--- src/rtl/tx_controller.sv ---
// UART 8N1 transmitter with a small byte FIFO in front of the serialiser.
// UART_TXD is registered; TX_DONE marks the last cycle of every stop bit.
module tx_controller #(
    parameter int CLKS_PER_BIT = 434,
    parameter int FIFO_DEPTH   = 4
) (
    input  logic       clk,
    input  logic       rst_n,
    input  logic [7:0] TX_DATA,
    input  logic       TX_START,
    output logic       TX_READY,
    output logic       TX_BUSY,
    output logic       TX_DONE,
    output logic       UART_TXD
);

    localparam int PW = (FIFO_DEPTH > 1) ? $clog2(FIFO_DEPTH) : 1;
    localparam int CW = PW + 1;
    localparam int BW = (CLKS_PER_BIT > 1) ? $clog2(CLKS_PER_BIT) : 1;
    localparam logic [BW-1:0] BAUD_LAST = BW'(CLKS_PER_BIT - 1);
    localparam logic [CW-1:0] DEPTH     = CW'(FIFO_DEPTH);

    typedef enum logic [1:0] {
        IDLE,
        START,
        DATA,
        STOP
    } state_t;

    logic [7:0]    mem_q [FIFO_DEPTH];
    logic [PW-1:0] wptr_q, wptr_d;
    logic [PW-1:0] rptr_q, rptr_d;
    logic [CW-1:0] count_q, count_d;

    state_t        state_q, state_d;
    logic [BW-1:0] baud_q, baud_d;
    logic [2:0]    bit_q, bit_d;
    logic [7:0]    shift_q, shift_d;
    logic          txd_q, txd_d;

    logic push, pop, baud_end, have_data;

    // Readiness looks at the current count only, so a full FIFO refuses a
    // write even in a cycle where the serialiser pops.
    assign TX_READY  = (count_q < DEPTH);
    assign push      = TX_START && TX_READY;
    assign have_data = (count_q != '0);
    assign baud_end  = (baud_q == BAUD_LAST);

    assign TX_BUSY  = (state_q != IDLE) || have_data;
    assign TX_DONE  = (state_q == STOP) && baud_end;
    assign UART_TXD = txd_q;

    always_comb begin
        wptr_d  = wptr_q;
        rptr_d  = rptr_q;
        count_d = count_q;
        if (push) begin
            wptr_d = wptr_q + PW'(1);
        end
        if (pop) begin
            rptr_d = rptr_q + PW'(1);
        end
        case ({push, pop})
            2'b10:   count_d = count_q + CW'(1);
            2'b01:   count_d = count_q - CW'(1);
            default: count_d = count_q;
        endcase
    end

    always_ff @(posedge clk) begin
        if (push) begin
            mem_q[wptr_q] <= TX_DATA;
        end
    end

    always_comb begin
        state_d = state_q;
        baud_d  = baud_q;
        bit_d   = bit_q;
        shift_d = shift_q;
        pop     = 1'b0;
        case (state_q)
            IDLE: begin
                if (have_data) begin
                    pop     = 1'b1;
                    shift_d = mem_q[rptr_q];
                    baud_d  = '0;
                    state_d = START;
                end
            end
            START: begin
                if (baud_end) begin
                    baud_d  = '0;
                    bit_d   = '0;
                    state_d = DATA;
                end else begin
                    baud_d = baud_q + BW'(1);
                end
            end
            DATA: begin
                if (baud_end) begin
                    baud_d  = '0;
                    shift_d = {1'b0, shift_q[7:1]};
                    if (bit_q == 3'd7) begin
                        state_d = STOP;
                    end else begin
                        bit_d = bit_q + 3'd1;
                    end
                end else begin
                    baud_d = baud_q + BW'(1);
                end
            end
            STOP: begin
                if (baud_end) begin
                    baud_d = '0;
                    // Chain straight into the next start bit when data waits.
                    if (have_data) begin
                        pop     = 1'b1;
                        shift_d = mem_q[rptr_q];
                        state_d = START;
                    end else begin
                        state_d = IDLE;
                    end
                end else begin
                    baud_d = baud_q + BW'(1);
                end
            end
            default: state_d = IDLE;
        endcase
    end

    // Line level is derived from the next state so the output flop tracks
    // the FSM without an extra cycle of lag.
    always_comb begin
        case (state_d)
            START:   txd_d = 1'b0;
            DATA:    txd_d = shift_d[0];
            default: txd_d = 1'b1;
        endcase
    end

    always_ff @(posedge clk or negedge rst_n) begin
        if (!rst_n) begin
            wptr_q  <= '0;
            rptr_q  <= '0;
            count_q <= '0;
            state_q <= IDLE;
            baud_q  <= '0;
            bit_q   <= '0;
            shift_q <= '0;
            txd_q   <= 1'b1;
        end else begin
            wptr_q  <= wptr_d;
            rptr_q  <= rptr_d;
            count_q <= count_d;
            state_q <= state_d;
            baud_q  <= baud_d;
            bit_q   <= bit_d;
            shift_q <= shift_d;
            txd_q   <= txd_d;
        end
    end

endmodule

--- config.mk ---
export PLATFORM = sky130hd
export DESIGN_NAME = tx_controller
export DESIGN_NICKNAME = d
export VERILOG_FILES = /design/src/rtl/tx_controller.sv
export SDC_FILE = /design/constraint.sdc
export NUM_CORES = 1
export LEC_CHECK = 0
export ABC_AREA = 0
export CELL_PAD_IN_SITES_DETAIL_PLACEMENT = 1
export CELL_PAD_IN_SITES_GLOBAL_PLACEMENT = 2
export CORE_MARGIN = 4
export CORE_UTILIZATION = 42
export DETAILED_ROUTE_END_ITERATION = 6
export PLACE_DENSITY_LB_ADDON = 0.1
export SLEW_MARGIN = 20
export SYNTH_ARGS = -nofsm -noshare
export SYNTH_HDL_FRONTEND = slang
export SYNTH_SLANG_ARGS = --single-unit
--- constraint.sdc ---
create_clock -name clk -period 2.9 [get_ports clk]
set_input_delay 0.58 -clock clk [delete_from_list [all_inputs] [get_ports clk]]
set_output_delay 0.58 -clock clk [all_outputs]
set_load 0.02 [all_outputs]
### The metal 3 layer

The bar under the picture is 20 µm long.
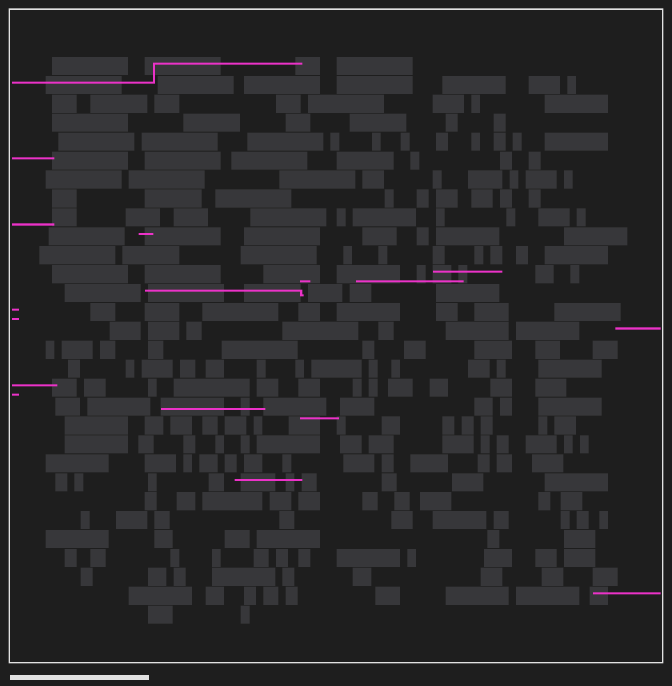
wire length on this layer: 160 µm
longest straight run: 22.3 µm
share of all routed wire: 2.6%

### Clock distribution

The bar under the picture is 20 µm long.
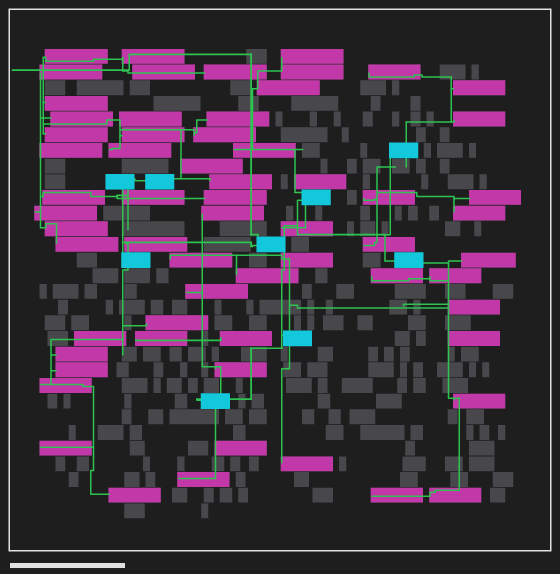
legend:
  cyan:
    item: clock-net drivers
    count: 9
  green:
    item: clock wires
    length: 888 µm
  magenta:
    item: flip-flops
    count: 62
routed clock nets: 10

### Signal wires on met2

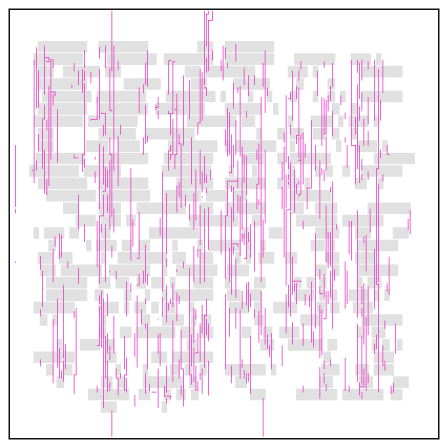
longest straight run: 40.5 µm
share of all routed wire: 45%
nets with wire on the layer: 242
main direction: vertical
wire length on this layer: 2820 µm
total wire length: 6210 µm
met2 track demand over resource in global routing: 0.233
total via count after detailed routing: 1940

## critical path: stages (launching register included)
cell	delay [ns]
sky130_fd_sc_hd__dfrtp_1	0.42
sky130_fd_sc_hd__or3_1	0.56
sky130_fd_sc_hd__nor2_1	0.21
sky130_fd_sc_hd__inv_1	0.11
sky130_fd_sc_hd__clkdlybuf4s50_1	0.54
## kinds of logic (layout without fill, tap and decap cells)
family,count (synthesis),count (layout),synth area share
DFF,62,62,0.555
muxes,10,10,0.0653
xor gates and xnor gates,6,6,0.0170
buffers and inverters,27,51,0.0426
AOI/OAI and AO/OA,63,63,0.143
and+or+nand+nor,64,64,0.113
adders and majority gates,15,15,0.0632
## area by class of cell
| class | instances | area share |
|---|---|---|
| Clock buffer | 9 | 0.0352 |
| Clock inverter | 7 | 0.0231 |
| Inverter | 16 | 0.0171 |
| Multi-Input combinational cell | 158 | 0.354 |
| Sequential cell | 62 | 0.486 |
| Tap cell | 96 | 0.0341 |
| Timing Repair Buffer | 19 | 0.0505 |
## final timing paths
kind / from / end / cells past startpoint
worst min register to register: shift_q[6] / shift_q[6] / 2
worst max-delay path: count_q[2] / TX_BUSY / 4
worst min-delay path: shift_q[6] / shift_q[6] / 2
min in group asynchronous: rst_n / bit_q[2] / 2
worst max register to register: baud_q[1] / count_q[2] / 11
max in group asynchronous: rst_n / UART_TXD / 2
## per-layer routing
| metal | wire length [µm] | share of wire | vias to the layer above |
|---|---|---|---|
| li1 | - | - | 947 |
| met5 | 0 | 0 | - |
| met2 | 2820 | 0.45 | 22 |
| met4 | 40 | 0.0064 | 0 |
| met3 | 160 | 0.026 | 4 |
| met1 | 3190 | 0.51 | 967 |
==> run summary <==
The synthesis and place-and-route flow finished, so here is a summary.

Yosys reports that the most numerous cell types are 32 x sky130_fd_sc_hd__edfxtp_1, 29 x sky130_fd_sc_hd__dfrtp_1, 27 x sky130_fd_sc_hd__nand2_1. The global route total overflow came out at 0. The synthesized design contains 32 enable-type register cells. At the worst endpoint, the arrival time is 2.17 ns. The worst setup path is captured at an output port.

The synthesis stat section lists a flop and latch total of 62. The number of primary I/O pins is 15. The smallest setup slack after layout is 0.152 ns. For reference, the top cells by area after synthesis are sky130_fd_sc_hd__edfxtp_1 31%, sky130_fd_sc_hd__dfrtp_1 24%, sky130_fd_sc_hd__mux4_2 5.8%. The total placed instance area came out at 3310 µm². The number of placement rows came out at 30.

The library cells used most frequently in the layout, excluding fill and tap cells, are 32 x sky130_fd_sc_hd__edfxtp_1, 29 x sky130_fd_sc_hd__dfrtp_1, 27 x sky130_fd_sc_hd__nand2_1. The number of buffers inserted during clock tree synthesis came out at 9. The count of different cell masters after synthesis came out at 51.

The met1 track demand over resource is 0.239. The startpoint class of the critical path is a register. The H-tree generated during clock tree synthesis spans 3 levels. CTS reports a maximum clock tree buffer depth of 2. The worst setup slack for register-to-register paths came out at 0.33 ns. The final tally of hold violations came out at 0. The filler cell count came out at 726. The synthesized netlist handed to floorplanning was reported with a cell count of 247. The area enclosed by the die boundary is 8790 µm². The post-layout total power came out at 3.14 mW. The clock-pin slew on the worst setup and hold paths is 0.08 ns. Internal power comes to 1.99 mW. The synthesized design spends more area on one cell type than any other, namely sky130_fd_sc_hd__edfxtp_1. The global placement routability congestion came out at 0.728. The clock latency on the worst-skew pair is 0.34 ns. The proportion of synthesized chip area in sequential cells is 0.555. Checking hold timing, the worst path is listed with class register to register.

Per the detail_route report, vias per standard cell equal 5.29. The final standard cell count with taps included and fillers excluded came out at 367. The final number of setup-violating endpoints is 0.

For this run, design rule violations remaining after detail routing come to 0. The layout overhead on the synthesized area is 14.1%. The yosys synthesis chip area is 3090 µm². The register with the most flip-flops in the final layout is mem_q.

The via count of the first global-routing pass was 2038. The post-CTS setup buffer count is 0. The met3 global-route usage came out at 0.0433. At the pin with the least slew margin, the transition time is 0.725 ns.

The switching portion of total power comes to 0.367. The layout summary lists the proportion of cells stronger than drive strength 1 as 0.181. The combined global-route utilization of all metal layers is 0.162.

The required time at the worst endpoint is listed as 2.32 ns. Combinational cells consume a total of 1.04 mW. The clock tree from TritonCTS is done. The group drawing the most power is registers. The post-route antenna net violation count is 0. In this run the mean area of a mapped cell was 12.5 µm².

Setup repair after global routing left no endpoint under its margin. The maximum resistive drop on vdd came out at 513 µV. The final standard cell utilization of the core came out at 0.504. The areal power density over the cells is 893 nW/µm².

The number of input and output port buffers inserted came out at 14. The analysis attributes to net switching a power of 1.15 mW. In this run the maximum-capacitance check reported violations numbering 0. The flow ran to the end, and the final reports show no timing, DRC or antenna violations.

The starting density of the core is 0.442. The number of antenna violations at the first check in global routing is 0. The relative contribution of sequential cells to total power came out at 0.420. After clock tree synthesis, the repair step resized 0 gates. The total half-perimeter wirelength after legalization and detailed placement came out at 4410 µm. Once iteration 0 of detailed routing completed, the report listed 58 DRC markers. The largest net degree at the start of global routing came out at 31. The net total in the final layout came out at 292. The logs give a warning total of 34. In the post-synthesis netlist, the cell with the most instances is sky130_fd_sc_hd__edfxtp_1.

The flip-flop count of the largest register, all copies and words added came out at 32. The core area is 6980 µm². The area share of the leading cell type in the synthesized netlist is 0.311.

The count of placed standard cells including taps is 351. The smallest clock period supported by the final layout is computed as 2.75 ns. The leakage dissipation came out at 1.35 nW. The proportion of synthesized flip-flops having asynchronous set or reset came out at 0.484. Per the synth stats, the flop cell with the highest instance count is sky130_fd_sc_hd__edfxtp_1. The final cell area excluding filler cells came out at 3520 µm². The final timing report lists clock skew as 0.00812 ns. Measured along the x axis, the die boundary spans 93.7 µm. The antenna diode instance count is 0. The largest fanout on the critical path came out at 10. The worst setup timing slack at the placement stage is 0.325 ns. The area occupied by multi-input gates is 1240 µm². The die extent in y came out at 93.7 µm.

CTS placed an instance of sky130_fd_sc_hd__clkbuf_8 at the clock tree root. For reference, the final report shows the max-slew violation count at 0. The commonest non-fill, non-tap cell in the layout is sky130_fd_sc_hd__edfxtp_1.

The cell area after technology mapping came out at 3090 µm². Hold timing on the final database bottoms out at a slack of 0.518 ns. The detailed-routing iteration count for the pre-antenna-repair pass is 4. Of the total power, the clock network draws 0.250. The achievable frequency came out at 364 MHz.

In the final timing run, aggregate negative setup slack is 0 ns. The ratio of final minimum period to clock period came out at 0.948. The total sequential power is 1.32 mW. The cts-stage hold buffer count came out at 0.

The number of nets at floorplan is 273. For the clock group, total power comes out at 0.786 mW. The worst setup path is of the register to output port kind. The global-route wire length before repair came out at 10800 µm.

The number of warnings printed during yosys synthesis came out at 0. The proportion of power drawn by combinational gates is 0.330. Looking at the global route congestion table, the highest-usage layer is met1. The worst slew margin relative to its limit is 0.516. The post-detailed-route wirelength per cell came out at 16.9 µm. The clock sink count is 62. The number of cell instances after yosys synthesis is 247.

The largest registers in the layout are mem_q (32), baud_q (9), shift_q (8). The sequential cell area in the final layout is 1710 µm².
Power figures rest on the tool's default switching activity, not on a simulated workload.
